==> config.mk <==
export PLATFORM = sky130hd
export DESIGN_NAME = if_fetch_unit
export DESIGN_NICKNAME = d
export VERILOG_FILES = /design/src/rtl/arm_fetch_pkg.sv /design/src/rtl/fetch_fifo.sv /design/src/rtl/if_fetch_unit.sv
export SDC_FILE = /design/constraint.sdc
export NUM_CORES = 1
export LEC_CHECK = 0
export CORE_MARGIN = 10
export CORE_UTILIZATION = 47
export DETAILED_ROUTE_END_ITERATION = 6
export PLACE_DENSITY = 0.76
export RECOVER_POWER = 100
export SLEW_MARGIN = 20
export SYNTH_ARGS = -nofsm -noshare
export SYNTH_HDL_FRONTEND = slang
export SYNTH_SLANG_ARGS = --single-unit
==> constraint.sdc <==
create_clock -name clk -period 4.45 [get_ports clk]
set_clock_uncertainty 0.05 [all_clocks]
set_input_delay 0.445 -clock clk [delete_from_list [all_inputs] [get_ports clk]]
set_output_delay 0.445 -clock clk [all_outputs]
set_load 0.005 [all_outputs]
==> src/rtl/arm_fetch_pkg.sv <==
`default_nettype none
// ==========================================================================
// Module   : arm_fetch_pkg -- shared types and constants for the fetch stage
// Revision : 1.0
// ==========================================================================
package arm_fetch_pkg;

    typedef enum logic [1:0] {
        IDLE = 2'd0,
        REQ  = 2'd1,
        DROP = 2'd2
    } fetch_state_t;

    localparam logic [31:0] NOP_INSTR = 32'h0;
    localparam logic [31:0] PC_STEP   = 32'd4;

    typedef struct packed {
        logic [31:0] pc;
        logic [31:0] instr;
    } fetch_entry_t;

    // 32-bit wrapping increment; alignment is deliberately not checked.
    function automatic logic [31:0] next_pc(input logic [31:0] pc);
        return pc + PC_STEP;
    endfunction

endpackage
`default_nettype wire

==> src/rtl/fetch_fifo.sv <==
`default_nettype none
// ==========================================================================
// Module   : fetch_fifo -- DEPTH x 64 prefetch buffer with clear
// Revision : 1.0
// ==========================================================================
module fetch_fifo #(
    parameter int unsigned DEPTH = 2
) (
    input  logic                       clk,
    input  logic                       rst_n,
    input  logic                       clear,
    input  logic                       push,
    input  logic [63:0]                push_data,
    input  logic                       pop,
    output logic [$clog2(DEPTH):0]     count,
    output logic [63:0]                head
);

    localparam int unsigned PTR_W = $clog2(DEPTH);
    localparam int unsigned CNT_W = PTR_W + 1;

    logic [63:0]       mem_q [DEPTH];
    logic [PTR_W-1:0]  rd_ptr_q, rd_ptr_d;
    logic [PTR_W-1:0]  wr_ptr_q, wr_ptr_d;
    logic [CNT_W-1:0]  count_q,  count_d;

    always_comb begin
        rd_ptr_d = rd_ptr_q;
        wr_ptr_d = wr_ptr_q;
        count_d  = count_q;
        if (clear) begin
            rd_ptr_d = '0;
            wr_ptr_d = '0;
            count_d  = '0;
        end else begin
            // DEPTH is a power of two, so the pointers wrap for free.
            if (push) wr_ptr_d = wr_ptr_q + 1'b1;
            if (pop)  rd_ptr_d = rd_ptr_q + 1'b1;
            unique case ({push, pop})
                2'b10:   count_d = count_q + 1'b1;
                2'b01:   count_d = count_q - 1'b1;
                default: count_d = count_q;
            endcase
        end
    end

    always_ff @(posedge clk or negedge rst_n) begin
        if (!rst_n) begin
            rd_ptr_q <= '0;
            wr_ptr_q <= '0;
            count_q  <= '0;
        end else begin
            rd_ptr_q <= rd_ptr_d;
            wr_ptr_q <= wr_ptr_d;
            count_q  <= count_d;
        end
    end

    // Storage needs no reset: the head is only looked at while count is non-zero.
    always_ff @(posedge clk) begin
        if (push && !clear) begin
            mem_q[wr_ptr_q] <= push_data;
        end
    end

    assign count = count_q;
    assign head  = mem_q[rd_ptr_q];

endmodule
`default_nettype wire

==> src/rtl/if_fetch_unit.sv <==
`default_nettype none
// ==========================================================================
// Module   : if_fetch_unit -- fetch PC, imem req/ack handshake, prefetch FIFO
// Revision : 1.0
// ==========================================================================
module if_fetch_unit
    import arm_fetch_pkg::*;
#(
    parameter int unsigned FIFO_DEPTH = 2,
    parameter logic [31:0] RESET_PC   = 32'h0
) (
    input  logic        clk,
    input  logic        rst_n,
    input  logic        freeze,
    input  logic        branch_taken,
    input  logic [31:0] branch_addr,
    output logic        imem_req,
    output logic [31:0] imem_addr,
    input  logic        imem_ack,
    input  logic [31:0] imem_rdata,
    output logic [31:0] pc_out,
    output logic [31:0] instruction_out,
    output logic        valid_out
);

    localparam int unsigned CNT_W = $clog2(FIFO_DEPTH) + 1;
    localparam int unsigned OCC_W = CNT_W + 1;

    fetch_state_t  state_q, state_d;
    logic          imem_req_q, imem_req_d;
    logic [31:0]   imem_addr_q, imem_addr_d;
    logic [31:0]   fetch_pc_q, fetch_pc_d;

    logic [CNT_W-1:0] fifo_count;
    logic [63:0]      fifo_head;
    fetch_entry_t     head_entry;
    fetch_entry_t     push_entry;

    logic             xfer;
    logic             has_head;
    logic             push;
    logic             pop;
    logic [31:0]      ret_pc;
    logic [OCC_W-1:0] occupancy;
    logic             room;

    fetch_fifo #(
        .DEPTH     (FIFO_DEPTH)
    ) u_fifo (
        .clk       (clk),
        .rst_n     (rst_n),
        .clear     (branch_taken),
        .push      (push),
        .push_data (push_entry),
        .pop       (pop),
        .count     (fifo_count),
        .head      (fifo_head)
    );

    assign head_entry = fifo_head;

    always_comb begin
        xfer       = imem_req_q && imem_ack;
        has_head   = (fifo_count != '0);
        pop        = has_head && !freeze && !branch_taken;
        push       = xfer && (state_q == REQ) && !branch_taken;
        ret_pc     = next_pc(imem_addr_q);
        push_entry = '{pc: ret_pc, instr: imem_rdata};
        // Occupancy after this cycle's push/pop: a new request may only be
        // issued if its data is guaranteed a slot when it returns.
        occupancy  = OCC_W'(fifo_count) + OCC_W'(push) - OCC_W'(pop);
        room       = (occupancy < OCC_W'(FIFO_DEPTH));

        state_d     = state_q;
        imem_req_d  = imem_req_q;
        imem_addr_d = imem_addr_q;
        fetch_pc_d  = fetch_pc_q;

        if (branch_taken) begin
            fetch_pc_d = branch_addr;
            if ((state_q != IDLE) && !imem_ack) begin
                // Old request must finish on the bus; its data is thrown away.
                state_d = DROP;
            end else begin
                state_d     = REQ;
                imem_req_d  = 1'b1;
                imem_addr_d = branch_addr;
            end
        end else begin
            if (push) begin
                fetch_pc_d = ret_pc;
            end
            if ((state_q == IDLE) || xfer) begin
                if (room) begin
                    state_d     = REQ;
                    imem_req_d  = 1'b1;
                    imem_addr_d = fetch_pc_d;
                end else begin
                    state_d    = IDLE;
                    imem_req_d = 1'b0;
                end
            end
        end
    end

    always_ff @(posedge clk or negedge rst_n) begin
        if (!rst_n) begin
            state_q     <= IDLE;
            imem_req_q  <= 1'b0;
            imem_addr_q <= 32'h0;
            fetch_pc_q  <= RESET_PC;
        end else begin
            state_q     <= state_d;
            imem_req_q  <= imem_req_d;
            imem_addr_q <= imem_addr_d;
            fetch_pc_q  <= fetch_pc_d;
        end
    end

    assign imem_req        = imem_req_q;
    assign imem_addr       = imem_addr_q;
    assign valid_out       = has_head && !branch_taken;
    assign pc_out          = valid_out ? head_entry.pc    : 32'h0;
    assign instruction_out = valid_out ? head_entry.instr : NOP_INSTR;

endmodule
`default_nettype wire

**Run 1: floorplan with the power grid**

Scale bar: 50 µm. Pins as bars on the die edge.
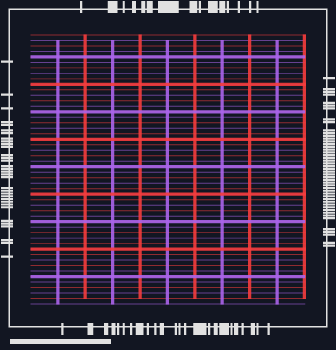
| net | color |
|---|---|
| VSS | purple |
| VDD | red |
met4 straps: 10
signal pins: 167
met1 rails: 50
rows: 49
Die Height: 156.5 µm
die width: 156.5 µm
CORE AREA: 18,150 µm²
peak supply drop: 325.9 µV

**Run 1: placed cells, one color a class**

Fill, decap, tap and diode cells in gray.
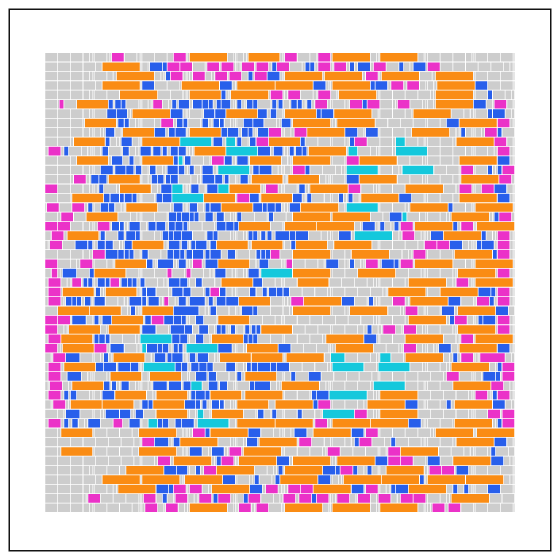
| class | color | cells | share of their area |
|---|---|---|---|
| sequential cells | orange | 199 | 52% |
| remaining buffers and delay cells | magenta | 178 | 16% |
| clock drivers and dummy loads | cyan | 32 | 5.3% |
| combinational and other logic | blue | 466 | 27% |

**Run 1: routed clock nets over the placement**

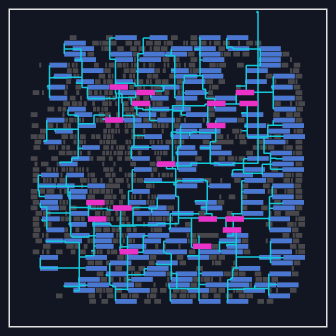
[flip-flops] blue | count: 199
[clock drivers] magenta | count: 17
[clock wires] cyan | length: 2,100 µm
routed clock nets: 18
clock network power: 1510 µW
clock group share of total power: 26.3%
Clock Latency Late Sink: 0.43 ns

**Run 1: routed metal, one color a layer**

Scale bar: 50 µm. Two of the layers only.
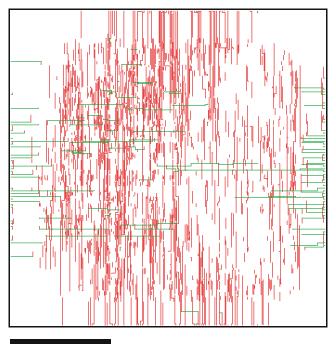
| layer | color | wire length |
|---|---|---|
| metal 2 | red | 10,600 µm |
| metal 3 | green | 1,350 µm |
Vias: 6,054
gr usage total: 17.33%
WL/cell: 19.49 µm
final WL: 21,540 µm

==> out/qor.yml, run 1 <==
critical-path-top-delay-family: "flip-flops"
ant_nets: 0
ys_warn_count: 0
path_cells: "buf_12 -> mux2i_1 -> nor2_1 -> clkdlybuf4s50_1"
cts_buffer_depth: 2
yosys_cells: 708
cap_viol_max_count: 5
final_cell_mix: "128 x edfxtp_1, 99 x nor2_1, 97 x dlygate4sd3_1"
nets: 934
logic_area_um2: 2897
status: "finished, violations left"
critPathCaptureType: "output port"
slew_viol_final: 231
cts-buffers-inserted: 17
gr-total-overflow: 0
cp_data_arrival_time_ns: 3.24
hold_viol_final: 0
warning_count: 26
grt_pass1_wl_um: 33400
tns_ns: 0
finalClockPeriodUsage_pct: 84.03
final-nonclk-buf-share_pct: 15.58
htree_num_levels: 4
nWellTaps: 229
worstSetupEndpoint: "pc_out[23]"
first_pass_iters: 5
crit_buf_inv: 2
async_flop_share_pct: 35.68
required_ns: 3.95
tightest_slew_ns: 1.896
area_growth_pct: 27.47
violations: "max-capacitance violations, max-slew violations"
[run 1: registers in the layout, indices dropped and copies added, names as in the netlist]
signal	flops
imem_req	1
u_fifo.mem_q	128
state_q	2
u_fifo.count	2
u_fifo.rd_ptr_q	1
u_fifo.wr_ptr_q	1
imem_addr	32
fetch_pc_q	32
[run 1: kinds of logic after synthesis]
kind of cell	count (synthesis)	synth area share, %
AND-OR/OR-AND	102	7.800
multiplexers	83	9.643
adder cells (fa/ha/maj)	3	0.5142
flip-flops	199	64.17
buffers and inverters	54	2.443
XOR/XNOR	26	2.600
AND/OR/NAND/NOR	241	12.83
[run 1: per-layer routing]
metal,track usage [%],vias to the layer above,wire (µm)
met4,4.584,0,233
met1,22.75,2968,9366
met3,4.386,21,1353
met5,0,-,0
met2,28.09,187,10590
li1,-,2878,-
**Run 1: the clock network**

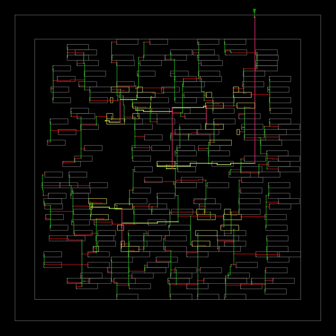

## Run 2: what changed since run 1
--- a/config.mk
+++ b/config.mk
@@ -6,9 +6,9 @@
 export NUM_CORES = 1
 export LEC_CHECK = 0
 export CORE_MARGIN = 10
-export CORE_UTILIZATION = 47
+export CORE_UTILIZATION = 52
 export DETAILED_ROUTE_END_ITERATION = 6
-export PLACE_DENSITY = 0.76
+export PLACE_DENSITY = 0.8
 export RECOVER_POWER = 100
 export SLEW_MARGIN = 20
 export SYNTH_ARGS = -nofsm -noshare
==> constraint.sdc (replaced) <==
create_clock -name clk -period 3.7 [get_ports clk]
set_clock_uncertainty 0.05 [all_clocks]
set_input_delay 0.37 -clock clk [delete_from_list [all_inputs] [get_ports clk]]
set_output_delay 0.37 -clock clk [all_outputs]
set_load 0.005 [all_outputs]
**Run 2: the clock network**

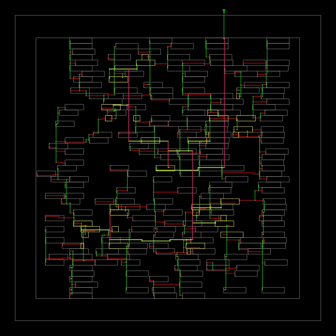
Clock Latency Late Sink: 0.42 ns
seq_cells: 199
CTS buffer count: 17

**Run 2: placed cells, one color a class**

Fill, decap, tap and diode cells in gray.
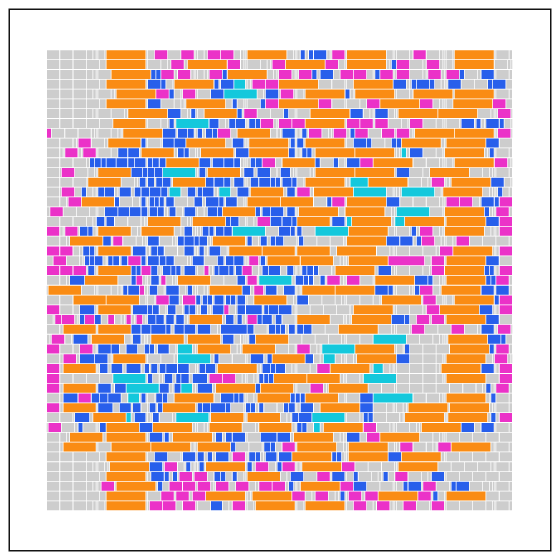
CORE AREA: 16,520 µm²
Layout Utilization: 67.56%
final instance area: 11,160 µm²
cell row count: 47

==> out/qor.yml, run 2 <==
required_ns: 3.28  # -0.67 ns
gr-usage-met1_pct: 23.74  # +0.99 points
nWellTaps: 220  # -3.9%
track_usage_pct: 18.85  # +1.5 points
yosys_cells: 708  # unchanged
wire_per_inst_um: 19.32  # -0.88%
slew_viol_final: 137  # -41%
warning_count: 26  # unchanged
status: "finished, violations left"
critical-path-top-delay-family: "flip-flops"
logic_family: "simple AND/OR/NAND/NOR gates"
violations: "max-capacitance violations, max-slew violations"
fp.dieH_um: 149.8  # -4.3%
nets: 939  # +0.54%
area_growth_pct: 27.46  # about the same
cap_viol_max_count: 4  # -1
cp_data_arrival_time_ns: 2.88  # -0.36 ns
p_clk_share_pct: 25.7  # -0.6 points
tns_ns: 0  # unchanged
vdd_drop_max_uv: 447.9  # +37%
fa_ha_area_share_pct: 0.5143  # unchanged
drt_wl_total_um: 21250  # -1.3%
async_flop_share_pct: 35.68  # unchanged
htree_num_levels: 4  # unchanged
logic_area_um2: 2890  # -0.22%
ys_warn_count: 0  # unchanged
-- run 2: netlist changes by cell type in the layout (fill, tap and decap cells not counted), moves of 2 or more --
cell and delta:
clkdlybuf4s50_1 +11, dlygate4sd3_1 -11, clkbuf_1 +2, clkbuf_2 +2, clkinvlp_4 -2, inv_6 +2
-- run 2: worst paths after layout --
| check | from | slack, ns | cells past startpoint | end |
|---|---|---|---|---|
| max | u_fifo.rd_ptr_q | 0.40 | 4 | pc_out[21] |
| min | branch_addr[16] | 0.48 | 3 | fetch_pc_q[16] |
| max reg2reg | imem_req | 0.43 | 6 | imem_addr[31] |
| min reg2reg | imem_addr[0] | 0.50 | 0 | u_fifo.mem_q[1][32] |
| max in group asynchronous | rst_n | 1.26 | 2 | imem_addr[4] |
| min in group asynchronous | rst_n | 0.59 | 1 | fetch_pc_q[27] |
**Run 2: floorplan with the power grid**

Scale bar: 50 µm. Pins as bars on the die edge.
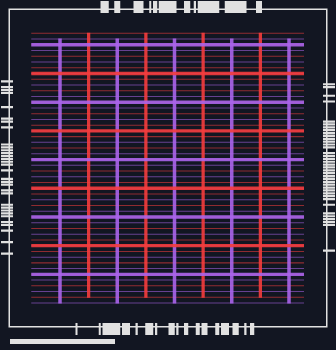

## Run 3: what changed since run 2
--- a/config.mk
+++ b/config.mk
@@ -5,10 +5,11 @@
 export SDC_FILE = /design/constraint.sdc
 export NUM_CORES = 1
 export LEC_CHECK = 0
+export CAP_MARGIN = 20
 export CORE_MARGIN = 10
-export CORE_UTILIZATION = 52
+export CORE_UTILIZATION = 35
 export DETAILED_ROUTE_END_ITERATION = 6
-export PLACE_DENSITY = 0.8
+export HOLD_SLACK_MARGIN = 0.02
 export RECOVER_POWER = 100
 export SLEW_MARGIN = 20
 export SYNTH_ARGS = -nofsm -noshare
**Run 3: floorplan with the power grid**

Scale bar: 50 µm. Pins as bars on the die edge.
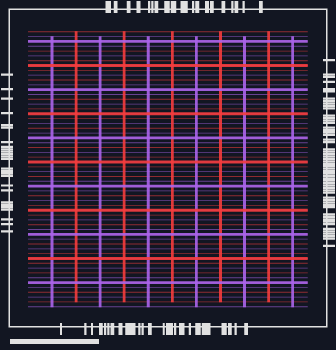
| net | color |
|---|---|
| VSS | purple |
| VDD | red |
met4 straps: 11
met1 rails: 58
rows: 57
signal pins: 167

**Run 3: routed clock nets over the placement**

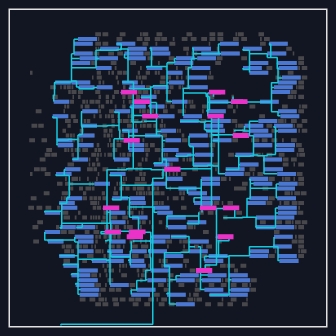
[clock drivers] magenta | count: 17
[flip-flops] blue | count: 199
[clock wires] cyan | length: 2,340 µm
flops lie: spread over the die
Clock Latency Late Sink: 0.43 ns
clock group share of total power: 25.5%

==> out/qor.yml, run 3 <==
area_growth_pct: 28.76
status: "finished, violations left"
cts-buffers-inserted: 17  # unchanged
fin_util_pct: 46.10  # -21 points
timing.rr.start: "u_fifo.count[1]"
gr-usage-met1_pct: 18.98  # -4.8 points
timing_worst_setup_path_type: "reg -> reg"
tns_ns: 0  # unchanged
core_area_um2: 24460  # +48%
htree_num_levels: 4  # unchanged
fa_ha_area_share_pct: 0.5143  # unchanged
r2r_end: "imem_addr[30]"
drt_wl_total_um: 22870  # +7.6%
async_flop_share_pct: 35.68  # unchanged
vdd_drop_max_uv: 324.8  # -27%
worstSetupEndpoint: "imem_addr[30]"
ys_warn_count: 0  # unchanged
warning_count: 26  # unchanged
worst-r2r-setup-slack_ns: 0.53  # +0.10 ns
slew_viol_final: 72  # -47%
logic_area_um2: 2889  # about the same
required_ns: 4.02  # +0.74 ns
nets: 940  # +0.11%
cp_data_arrival_time_ns: 3.49  # +0.61 ns
post_drt_via_cell_ratio: 5.012
wire_per_inst_um: 18.98  # -1.8%
track_usage_pct: 14.21  # -4.6 points
rows: 57  # +21%
final_common_cell: "dlygate4sd3_1"
design_area_um2: 11280  # +1.0%
cap_viol_max_count: 1  # -3
yosys_cells: 708  # unchanged
seq_area_frac_synth_pct: 64.17
reg2reg_depth: 10  # +4
violations: "max-capacitance violations, max-slew violations"
fp.dieH_um: 178.2  # +19%
critical_path.startpoint: "u_fifo.count[1]"
design.seq.count: 199  # unchanged
-- run 3: cell count changes in the layout (fill, tap and decap cells not counted), moves of 3 or more --
cell	delta
dlygate4sd3_1	+43
clkinv_4	+3
clkdlybuf4s50_1	-43
clkbuf_1	-3
-- run 3: worst max-delay path, delay by kind of cell, from the launching register on --
family          cells  cell delay, ns
xor+xnor            1            0.14
flops               1            0.48
compound gates      2            0.39
fa+ha+maj           2            0.65
simple gates        5            1.40
-- run 3: report_power, final --
group	switching [µW]	leakage [µW]	internal [µW]	total [µW]
sequential	440	0.00202	2860	3300
combinational	948	0.00205	841	1790
clock	862	0.000264	876	1740
total	2250	0.00434	4570	6820
Power and IR drop assume default switching activity.
